`src/rtl/pokey_controller_emulator.sv`:
```
// 5200-style controller responder for POKEY: keypad scan answer,
// pot-line charge model and side-button lines.
module pokey_controller_emulator #(
    parameter int POT_MAX    = 228,
    parameter int KR_LATENCY = 1,
    parameter int POT_W      = 8
) (
    input  logic             clk,
    input  logic             rst,
    input  logic [3:0]       key_scan_L,
    input  logic [1:0]       pot_rel,
    input  logic             pot_tick,
    input  logic [15:0]      key_pressed,
    input  logic [POT_W-1:0] pot0_val,
    input  logic [POT_W-1:0] pot1_val,
    input  logic             pot_load,
    input  logic             break_pressed,
    input  logic             trig_pressed,
    output logic             kr1_L,
    output logic             kr2_L,
    output logic [1:0]       pot_scan,
    output logic [1:0]       pot_charging,
    output logic             trig_L
);

    localparam logic [1:0] ST_DUMP   = 2'd0;
    localparam logic [1:0] ST_CHARGE = 2'd1;
    localparam logic [1:0] ST_DONE   = 2'd2;

    localparam logic [POT_W-1:0] POT_MAX_W = POT_W'(POT_MAX);
    localparam logic [POT_W-1:0] CNT_SAT   = '1;

    function automatic logic [POT_W-1:0] clamp(
        input logic [POT_W-1:0] v
    );
        return (v > POT_MAX_W) ? POT_MAX_W : v;
    endfunction

    logic [3:0]            key_idx;
    logic [KR_LATENCY-1:0] kr_pipe;

    assign key_idx = ~key_scan_L;
    assign kr1_L   = kr_pipe[KR_LATENCY-1];

    always_ff @(posedge clk or posedge rst) begin
        if (rst) begin
            kr_pipe <= '1;
        end else begin
            kr_pipe[0] <= ~key_pressed[key_idx];
            for (int i = 1; i < KR_LATENCY; i++)
                kr_pipe[i] <= kr_pipe[i-1];
        end
    end

    always_ff @(posedge clk or posedge rst) begin
        if (rst) begin
            kr2_L  <= 1'b1;
            trig_L <= 1'b1;
        end else begin
            kr2_L  <= ~break_pressed;
            trig_L <= ~trig_pressed;
        end
    end

    logic [POT_W-1:0] load_val [2];

    assign load_val[0] = clamp(pot0_val);
    assign load_val[1] = clamp(pot1_val);

    for (genvar c = 0; c < 2; c++) begin : g_ch
        logic [1:0]       state;
        logic [POT_W-1:0] shadow;
        logic [POT_W-1:0] tgt;
        logic [POT_W-1:0] cnt;
        logic [POT_W-1:0] cnt_nxt;
        logic             scan;

        // Compare against the post-tick count so the threshold
        // crossing lands on the edge of the final tick.
        assign cnt_nxt = (pot_tick && cnt != CNT_SAT)
                       ? cnt + 1'b1 : cnt;

        assign pot_scan[c]     = scan;
        assign pot_charging[c] = (state == ST_CHARGE);

        always_ff @(posedge clk or posedge rst) begin
            if (rst) begin
                state  <= ST_DUMP;
                shadow <= POT_MAX_W;
                tgt    <= POT_MAX_W;
                cnt    <= '0;
                scan   <= 1'b0;
            end else begin
                if (pot_load)
                    shadow <= load_val[c];
                case (state)
                    ST_DUMP: begin
                        cnt  <= '0;
                        scan <= 1'b0;
                        if (pot_rel[c]) begin
                            state <= ST_CHARGE;
                            tgt   <= pot_load ? load_val[c]
                                              : shadow;
                        end
                    end
                    ST_CHARGE: begin
                        if (!pot_rel[c]) begin
                            state <= ST_DUMP;
                            cnt   <= '0;
                            scan  <= 1'b0;
                        end else begin
                            cnt <= cnt_nxt;
                            if (cnt_nxt == tgt) begin
                                state <= ST_DONE;
                                scan  <= 1'b1;
                            end
                        end
                    end
                    ST_DONE: begin
                        if (!pot_rel[c]) begin
                            state <= ST_DUMP;
                            cnt   <= '0;
                            scan  <= 1'b0;
                        end
                    end
                    default: begin
                        state <= ST_DUMP;
                        cnt   <= '0;
                        scan  <= 1'b0;
                    end
                endcase
            end
        end
    end

endmodule

```
`config.mk`:
```
export PLATFORM = sky130hd
export DESIGN_NAME = pokey_controller_emulator
export DESIGN_NICKNAME = d
export VERILOG_FILES = /design/src/rtl/pokey_controller_emulator.sv
export SDC_FILE = /design/constraint.sdc
export NUM_CORES = 1
export LEC_CHECK = 0
export ABC_AREA = 1
export CAP_MARGIN = 20
export CORE_AREA = 2 2 99 92
export DETAILED_ROUTE_END_ITERATION = 8
export DIE_AREA = 0 0 101 94
export HOLD_SLACK_MARGIN = 0.02
export PLACE_DENSITY = 0.65
export SLEW_MARGIN = 20
export SYNTH_ARGS = -nofsm -noshare
export SYNTH_HDL_FRONTEND = slang
export SYNTH_SLANG_ARGS = --single-unit
```
`constraint.sdc`:
```
create_clock -name clk -period 2.65 [get_ports clk]
set_input_delay 0.6625 -clock clk [delete_from_list [all_inputs] [get_ports clk]]
set_output_delay 0.6625 -clock clk [all_outputs]
set_load 0.05 [all_outputs]
```
==> run notes, run 1 <==
flow finished, numbers: vias in the first global route=2,871, relative slew slack=0.6600, post-synth top area cell=dfrtp_1, Pleak=1.964 nW, CTS Root Cell=clkbuf_8, Setup WS post-layout=~0.26 ns, I/O pin count=51, worst hold path type=reg2reg, Yosys Instances=about 440, Peak supply drop=0.2273 mV, row count=32, Final Wtd Congestion=between 0.9 and 1, EDFF count, synth=0, nets=around 540, Vias/cell=~4.9, Yosys top cell area share=0.2883, Place WS=0.3383 ns, Synthesized registers=approximately 57, fin crit share=0.9004, largest net degree at the start of global routing=37, RSZ-0062 raised after global routing=false, Worst EP required=1.99 ns, Worst R2R Setup Slack=0.74 ns, CTS sink count=57, outcome=completed, max_cap viols=0, Hold Fails Final Rpt=0, Final Slew Violations=0, r2r endpoint=g_ch[0].state[0], DRT Pass-1 Iters=7, placed insts=between 500 and 600, Layout Cells excl Fill=603, fraction of layout cells with a size suffix above 1=0.1297, die height=between 90 and 100 um, Synth area leaders=dfrtp_1, dfstp_2, nand2_1, nand3_1, inv_1, PD cells=633.4 nW/um^2, fmax=roughly 0.42 GHz, Main synth FF type=dfrtp_1, CTS tree=yes, DRT antenna net count=0, Post-Synthesis Cells=442, Layout area overhead=25.64%, starting density of the core=0.3923, CORE AREA=8408 sq um, Worst setup SP type=register, worst-path fanout max=2, sequential power share=0.412, CP Capture Point=pot_charging[0], Post-synth ARST share=1.000, Distinct lib cells used=30, Post-Syn Nets=488, Final Util=0.4929, Worst Setup End Kind=output pin, Worst Tran Pin Value=slightly above 0.5 ns, Clock Path Buffers=2, Mapped Area=3298 sq um, most common cell in the netlist=nand2_1, Combinational Area=about 1500 sq um, DRT iter0 DRCs=191, R2R depth=14, first-pass GRT wire length=12,930 um, Final HPWL DP=5378 um, worst clock skew=0.006939 ns, Sw Share=0.2823, Synth top cells by count=nand2_1, inv_1, nand3_1, Log Warnings=26, Seq/Total Area, Yosys=0.4397, Crit Path Class=reg2out
==> run 1: routing by layer <==
metal | wire (um) | share of wire | vias up | GRT usage
li1 | - | - | 1529 | -
met1 | 3719 | 0.52 | 1322 | 0.2492
met2 | 2974 | 0.41 | 95 | 0.2472
met3 | 390 | 0.054 | 6 | 0.03646
met4 | 85 | 0.012 | 0 | 0.06532
met5 | 0 | 0 | - | 0
==> run 1: cell type report <==
cell class	instances	share of cell area
inverters	71	0.06431
well taps	102	0.03080
clock buffers	11	0.03412
multi-input cells	303	0.3650
clock inverters	5	0.02476
repair buffers	54	0.1310
flip-flops and latches	57	0.3499
==> run 1: power by group through the flow <==
stage               combinational [mW]  clock [mW]  sequential [mW]
floorplan                        0.354           0             1.09
detailed placement               0.537           0             1.10
global route                     0.616        1.07             1.09
global placement                 0.531           0             1.10
finish                           0.541        1.00             1.08
CTS                              0.542        1.03             1.08
==> run 1: critical path: stages (launching register included) <==
cell             delay [ns]
dfrtp_1                0.38
inv_1                  0.07
nand2_1                0.07
inv_1                  0.06
clkdlybuf4s50_1        0.80
==> run 1: logic make-up (layout without fill, tap and decap cells) <==
logic type / count (synthesis) / after routing / share of synthesized area
mux: 10 / 10 / 0.03262
compound gates: 57 / 57 / 0.09218
simple gates: 232 / 232 / 0.3209
flops: 57 / 57 / 0.4397
fa+ha+maj: 2 / 2 / 0.007586
buf+inv: 82 / 141 / 0.1017
xor+xnor: 2 / 2 / 0.005312
==> run 1: state kept, by name, summed over array words and instances (netlist names) <==
signal / cells
kr1_L: 1
g_ch.tgt: 16
g_ch.scan: 2
g_ch.shadow: 16
g_ch.state: 4
kr2_L: 1
g_ch.cnt: 16
trig_L: 1
==> run 1: per-stage QoR <==
step | power (mW) | cell area (sq um)
2_1_floorplan | 1.443 | 3298
3_3_place_gp | 1.626 | 3900
3_5_place_dp | 1.633 | 3900
4_1_cts | 2.653 | 4144
5_1_grt | 2.782 | 4144
6_report | 2.625 | 4144
==> run 1: placed cells by master, fill, tap and decap left out <==
cell	netlist	routed
a31oi_1	1	1
nand2_1	128	128
o22ai_1	12	12
inv_1	69	68
nand4_1	7	7
nor2_2	6	6
clkbuf_8	1	10
inv_2	2	3
clkbuf_1	3	1
xnor2_1	2	2
mux2i_1	4	4
nor3_1	2	2
nand2_2	2	2
dfrtp_1	38	38
a21oi_1	5	5
a21o_1	1	1
mux2_2	6	6
nand3b_1	2	2
nor2_4	2	2
nand3_1	57	57
buf_4	2	3
bufinv_16	0	3
ha_1	2	2
nor2_1	18	18
clkinvlp_4	0	1
dfstp_2	19	19
nand2_4	3	3
clkdlybuf4s50_1	0	50
buf_12	0	1
nand3_2	5	5
clkinv_2	0	1
o21ai_0	38	38
==> run 1: how the worst min path moves through the flow <==
| stage | to | startpoint | cells past startpoint |
|---|---|---|---|
| global route | g_ch[1].scan | g_ch[1].scan | 2 |
| global placement | g_ch[1].scan | g_ch[1].scan | 2 |
| finish | g_ch[1].scan | g_ch[1].scan | 2 |
| detailed placement | g_ch[1].scan | g_ch[1].scan | 2 |
| CTS | g_ch[1].scan | g_ch[1].scan | 2 |
| floorplan | g_ch[1].scan | g_ch[1].scan | 2 |
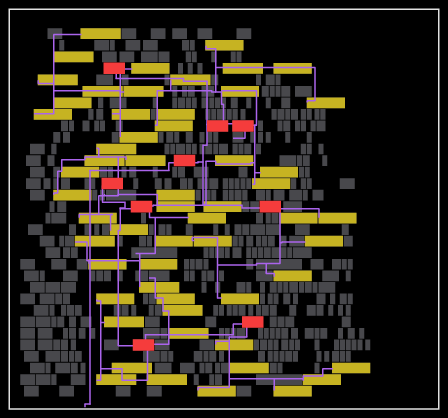
Fig. 1. Routed clock nets over the placement (run 1).
Yellow shows flip-flops, count 57. Purple shows clock wires, length 808 um. Red shows clock drivers, count 9.
There are 10 routed clock nets.
Worst-Skew Late Latency: 0.34 ns
clock network power share: 0.382

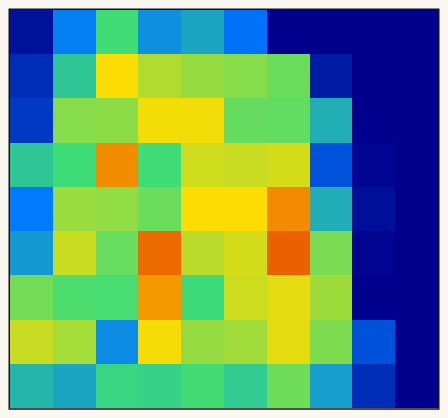
Fig. 2. Placement density heat map (run 1).
10 x 9 tiles, from dark blue (low) to red (high), 0 to 100% covered.
The densest ninth of the die: middle. 19% of the tiles are nearly empty. The fullest tile reaches 89%. The emptiest ninth of the die: top right. 5.6% of the tiles are over 75% full. The mean over all tiles is 42%.

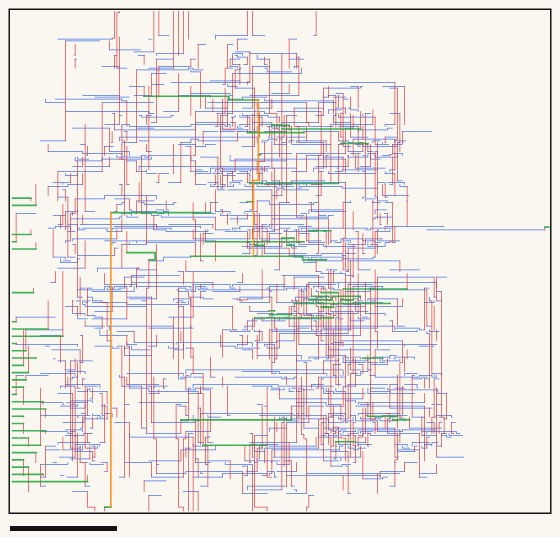
Fig. 3. Wiring by layer (run 1).
Scale bar: 20 um.
Orange shows metal 4, wire length 85.2 um. Green shows metal 3, wire length 391 um. Blue shows metal 1, wire length 3,720 um. Red shows metal 2, wire length 2,970 um.
DR WL/cell: 11.89 um
Total Routed Length: 7169 um
total track usage: 0.1710

Fig. 4: run 1, selected gate families
Scale bar: 20 um.
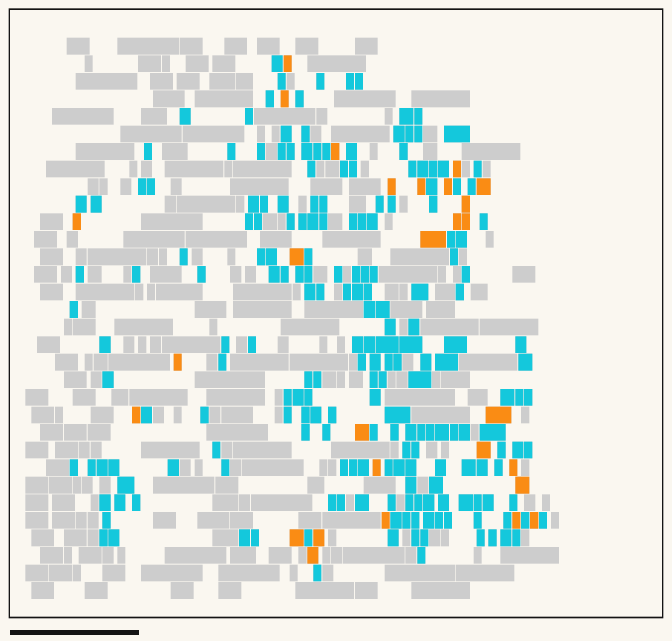

==> run 1 -> run 2 <==
--- a/config.mk
+++ b/config.mk
@@ -12,6 +12,7 @@
 export DIE_AREA = 0 0 101 94
 export HOLD_SLACK_MARGIN = 0.02
 export PLACE_DENSITY = 0.65
+export RECOVER_POWER = 100
 export SLEW_MARGIN = 20
 export SYNTH_ARGS = -nofsm -noshare
 export SYNTH_HDL_FRONTEND = slang
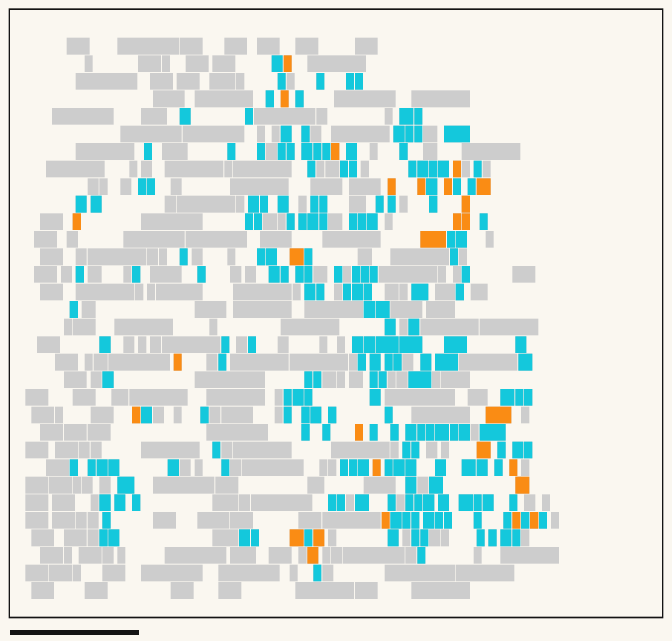
Fig. 5. Selected gate families (run 2).
Scale bar: 20 um.
Cyan shows nand cells, cells 204. Orange shows nor cells, cells 28.

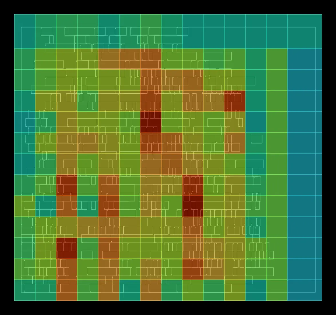
Fig. 6. Congestion heat map (run 2).
GRT busiest layer: met1
DR WL/cell: 11.75 um

==> run 2 against run 1 <==
Die size is the same; hold slack lost 0.0038 ns; area after synthesis is the same.
==> run notes, run 2 <==
flow finished, numbers: outcome=completed, PD cells=632.1 nW/um^2, fraction of layout cells with a size suffix above 1=0.1098, chip area line of the yosys report=3298 sq um, Synthesized registers=approximately 57, die area=9494 sq um, Layout area overhead=25.23%, Setup WS post-layout=0.1942 ns, starting density of the core=0.3923, Synth top cells by count=nand2_1, inv_1, nand3_1, max_cap viols=0, n_diodes=0, Yosys Instances=between 400 and 500, CORE AREA=8408 sq um, worst hold path type=reg2reg, # fillers=819, Crit Path Class=reg2out, Post-Synthesis Cells=442, worst-path fanout max=2, IO Port Bufs=50, CTS Root Cell=clkbuf_8, Peak supply drop=between 0.2 and 0.25 mV, post-synth top area cell=dfrtp_1, Final Wtd Congestion=0.9492, CTS buffer count=9, most frequent cells in the layout=nand2_1, inv_1, nand3_1, Post-synth ARST share=1.000, Main synth FF type=dfrtp_1, Place WS=0.3383 ns, initial antenna violation count=0, fin crit share=0.9267, Pwr Total=2.611 mW, first-pass GRT wire length=12,930 um, DRC Markers=0, vias in the first global route=2,871, nets=542, worst hold path depth=2, Final Critical Period=2.456 ns, Synth area leaders=dfrtp_1, dfstp_2, nand2_1, nand3_1, inv_1, DRT iter0 DRCs=219, Vias/cell=4.910, Pleak=~2.0 nW, placed insts=587, Mapped Area=3298 sq um, hold_buf cts=0, CTS clk-pin slew, worst paths=0.07 ns, Final HPWL DP=5378 um, Syn. warnings=0, fmax=0.4072 GHz, Setup TNS=0 ns, RSZ-0062 raised after global routing=false, Avg Cell Area, Syn=about 7.5 sq um, row count=32, DRT Pass-1 Iters=5, Seq/Total Area, Yosys=0.4397, die x size=101 um, Worst EP required=approximately 2.0 ns, worst clock skew=approximately 0.0052 ns, Total Routed Length=7085 um, Final setup viols=0, most frequent logic cell in the layout=nand2_1, vias post-DR=2,961, largest net degree at the start of global routing=37, total gr overflow=0, DRT antenna net count=0, I/O pin count=51, # resized after CTS=0, most common cell in the netlist=nand2_1, R2R depth=14, Hold Fails Final Rpt=0, Log Warnings=26, Final Slew Violations=0, CTS tree=yes, postcts setup bufs=0, Worst-Skew Late Latency=about 0.34 ns, CTS sink count=57, Distinct lib cells used=30, relative slew slack=0.3045, total track usage=0.1710, Layout Cells excl Fill=around 600, EDFF count, synth=0, Worst setup SP type=register, Post-Syn Nets=488, worst path arrival time=1.79 ns, Clock Path Buffers=2, Worst Tran Pin Value=1.043 ns, Yosys top cell area share=0.2883, top flop regs=g_ch.cnt x16, g_ch.shadow x16, g_ch.tgt x16, Final Util=0.4912, Worst Setup End Kind=output pin, die height=94 um, CTS HTree Levels=3
[run 2: cell counts after synthesis]
Identical to the previous run, type by type.
[run 2: kinds of logic (layout without fill, tap and decap cells)]
kind of cell | Yosys count | after routing | share of synthesized area
muxes | 10 | 10 | 0.03262
and+or+nand+nor | 232 | 232 | 0.3209
DFF | 57 | 57 | 0.4397
adders and majority gates | 2 | 2 | 0.007586
AOI/OAI and AO/OA | 57 | 57 | 0.09218
xor gates and xnor gates | 2 | 2 | 0.005312
buffers and inverters | 82 | 141 | 0.1017
[run 2: power by group]
part	leakage [nW]	total, mW	switching (mW)	internal, mW
logic	1.15	0.528	0.321	0.207
clock network	0.120	1.00	0.353	0.649
registers	0.700	1.08	0.0630	1.02
total	1.97	2.61	0.737	1.87
[run 2: layout make-up]
type                       instances  area (sq um)  area share
multi-input combinational        303          1503      0.3638
sequential                        57          1450      0.3511
timing repair buffer              54         539.3      0.1306
inverter                          71         266.5     0.06453
clock buffer                      11         141.4     0.03423
tap                              102         127.6     0.03090
clock inverter                     5         102.6     0.02484
[run 2: worst paths after layout]
kind	endpoint	slack, ns	from
worst min register to register	g_ch[1].scan	0.48	g_ch[1].scan
worst max-delay path	pot_charging[0]	0.19	g_ch[0].state[1]
worst max register to register	g_ch[0].state[0]	0.57	g_ch[0].cnt[0]
min in group asynchronous	g_ch[1].shadow[0]	0.93	rst
max in group asynchronous	kr1_L	0.98	rst
worst min-delay path	g_ch[1].scan	0.48	g_ch[1].scan
[run 2: routing by layer]
layer	GRT usage	vias to the layer above	share of wire
li1	-	1533	-
met1	0.2492	1321	0.52
met2	0.2472	99	0.41
met3	0.03646	8	0.055
met4	0.06532	0	0.016
met5	0	-	0
[run 2: worst max-delay path, stage by stage, from the launching register on]
cell and delay (ns):
dfrtp_1 0.38, inv_1 0.07, nand2_1 0.07, inv_1 0.05
dlygate4sd3_1 0.87
[run 2: through the flow]
step	hold slack [ns]	area, sq um
6_report	0.4819	4130
3_5_place_dp	0.4700	3900
2_1_floorplan	0.4510	3298
3_3_place_gp	0.4652	3900
5_1_grt	0.5328	4130
4_1_cts	0.4888	4144
==> run 2 -> run 3 <==
--- a/config.mk
+++ b/config.mk
@@ -10,7 +10,7 @@
 export CORE_AREA = 2 2 99 92
 export DETAILED_ROUTE_END_ITERATION = 8
 export DIE_AREA = 0 0 101 94
-export HOLD_SLACK_MARGIN = 0.02
+export HOLD_SLACK_MARGIN = 0.08
 export PLACE_DENSITY = 0.65
 export RECOVER_POWER = 100
 export SLEW_MARGIN = 20
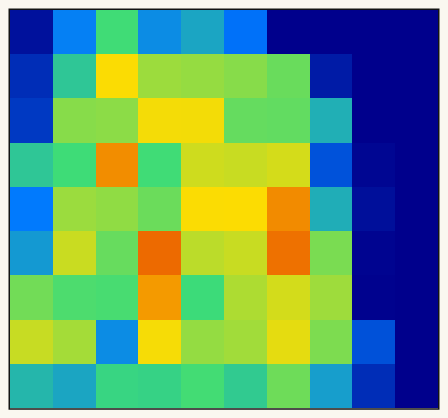
Fig. 7. Placement density heat map (run 3).
10 x 9 tiles, from dark blue (low) to red (high), 0 to 100% covered.
The fullest tile reaches 88%. The mean over all tiles is 42%. 5.6% of the tiles are over 75% full. The densest ninth of the die: middle. 19% of the tiles are nearly empty.
CORE AREA: 8408 sq um
Final Util: 0.4912

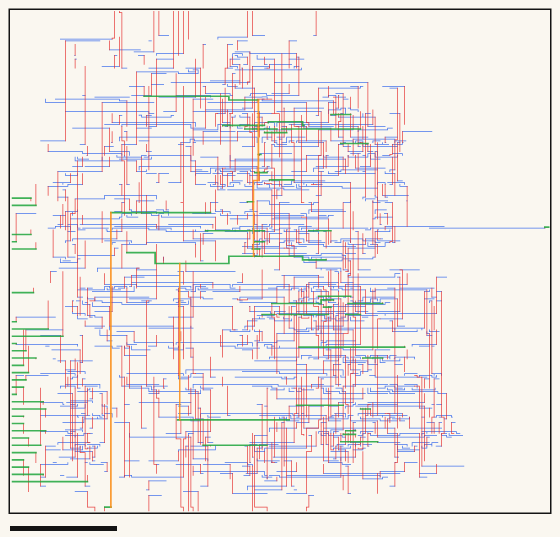
Fig. 8. Wiring by layer (run 3).
Scale bar: 20 um.
Green shows metal 3, wire length 392 um. Red shows metal 2, wire length 2,930 um. Orange shows metal 4, wire length 115 um. Blue shows metal 1, wire length 3,650 um.

==> run 3 against run 2 <==
Hold slack unchanged; sequential power barely moved; sequential share of layout area is the same; first-iteration DRC count unchanged; fmax unchanged; clock power hardly changed; clock-buffer cell count unchanged; critical path depth is the same; setup slack stayed put; die size unchanged.
==> run notes, run 3 <==
flow finished, numbers: outcome=completed, Synth top cells by count=nand2_1, inv_1, nand3_1, Mapped Area=3298 sq um, die area=between 9000 and 10,000 sq um, Setup TNS=0 ns, Worst Hold Path EP=g_ch[1].scan, PD cells=632.1 nW/um^2, Final Critical Period=2.456 ns, Crit Path Class=reg2out, relative slew slack=0.3045, starting density of the core=0.3923, fmax=a little over 0.4 GHz, max_cap viols=0, EDFF count, synth=0, Avg Cell Area, Syn=7.462 sq um, DRT Pass-1 Iters=5, postcts setup bufs=0, Pwr Total=2.611 mW, Final Wtd Congestion=0.9492, I/O pin count=51, worst hold path type=reg2reg, worst-path fanout max=2, die height=approximately 94 um, Yosys top cell area share=0.2883, worst clock skew=0.005185 ns, Worst Tran Pin Value=1.043 ns, hold path startpoint=g_ch[1].scan, Post-synth ARST share=1.000, most frequent logic cell in the layout=nand2_1, DRC Markers=0, DRT antenna net count=0, first-pass GRT wire length=between 10,000 and 15,000 um, fin crit share=0.9267, Final setup viols=0, vias post-DR=2,961, Total Routed Length=7085 um, Synth area leaders=dfrtp_1, dfstp_2, nand2_1, nand3_1, inv_1, Pleak=1.973 nW, R2R depth=14, Worst Setup End Kind=output pin, IO Port Bufs=50, Syn. warnings=0, post-synth top area cell=dfrtp_1, Worst-Skew Late Latency=0.34 ns, Peak supply drop=0.2302 mV, Synthesized registers=57, total gr overflow=0, dpl cell area=3900 sq um, hold_buf cts=0, Distinct lib cells used=30, RSZ-0062 raised after global routing=false, CTS buffer count=9, DRT iter0 DRCs=219, total track usage=0.1710, placed insts=587, CTS clk-pin slew, worst paths=approximately 0.070 ns, row count=32, Log Warnings=26, worst path arrival time=1.79 ns, CTS Root Cell=clkbuf_8, fraction of layout cells with a size suffix above 1=0.1098
-- run 3: cell counts after synthesis --
No cell type changed its count.
-- run 3: area by class of cell --
class	count	area, sq um
clock inverters	5	102.6
multi-input cells	303	1503
flip-flops and latches	57	1450
well taps	102	127.6
fillers	819	4278
repair buffers	54	539.3
clock buffers	11	141.4
inverters	71	266.5
-- run 3: kinds of logic after synthesis --
family	after synthesis	synth area share
fa+ha+maj	2	0.007586
flops	57	0.4397
mux	10	0.03262
simple gates	232	0.3209
buf+inv	82	0.1017
compound gates	57	0.09218
xor+xnor	2	0.005312
-- run 3: worst max-delay path by stage --
stage                      from          endpoint  slack (ns)  depth (start not counted)
3_5_place_dp           pot_tick  g_ch[1].state[1]        0.34                         13
4_1_cts        g_ch[0].state[1]   pot_charging[0]        0.25                          4
5_1_grt                pot_load    g_ch[1].tgt[2]        0.10                          6
2_1_floorplan               rst    g_ch[0].cnt[0]        0.62                          1
6_report       g_ch[0].state[1]   pot_charging[0]        0.19                          4
3_3_place_gp           pot_tick  g_ch[1].state[0]        0.37                         14
-- run 3: metal layers --
layer	vias up	global-route usage	wire length (um)
met3	8	0.03646	392
met2	99	0.2472	2929
li1	1533	-	-
met1	1321	0.2492	3649
met4	0	0.06532	114
met5	-	0	0
-- run 3: power breakdown --
group          leakage (nW)  total [mW]  internal [mW]  switching, mW
combinational          1.15       0.528          0.207          0.321
clock                 0.120        1.00          0.649          0.353
sequential            0.700        1.08           1.02         0.0630
-- run 3: worst max-delay path, cell delays in order, from the launching register on --
cell	delay [ns]
dfrtp_1	0.38
inv_1	0.07
nand2_1	0.07
inv_1	0.05
dlygate4sd3_1	0.87
No activity file was given, so power comes from the tool's default toggle rates.
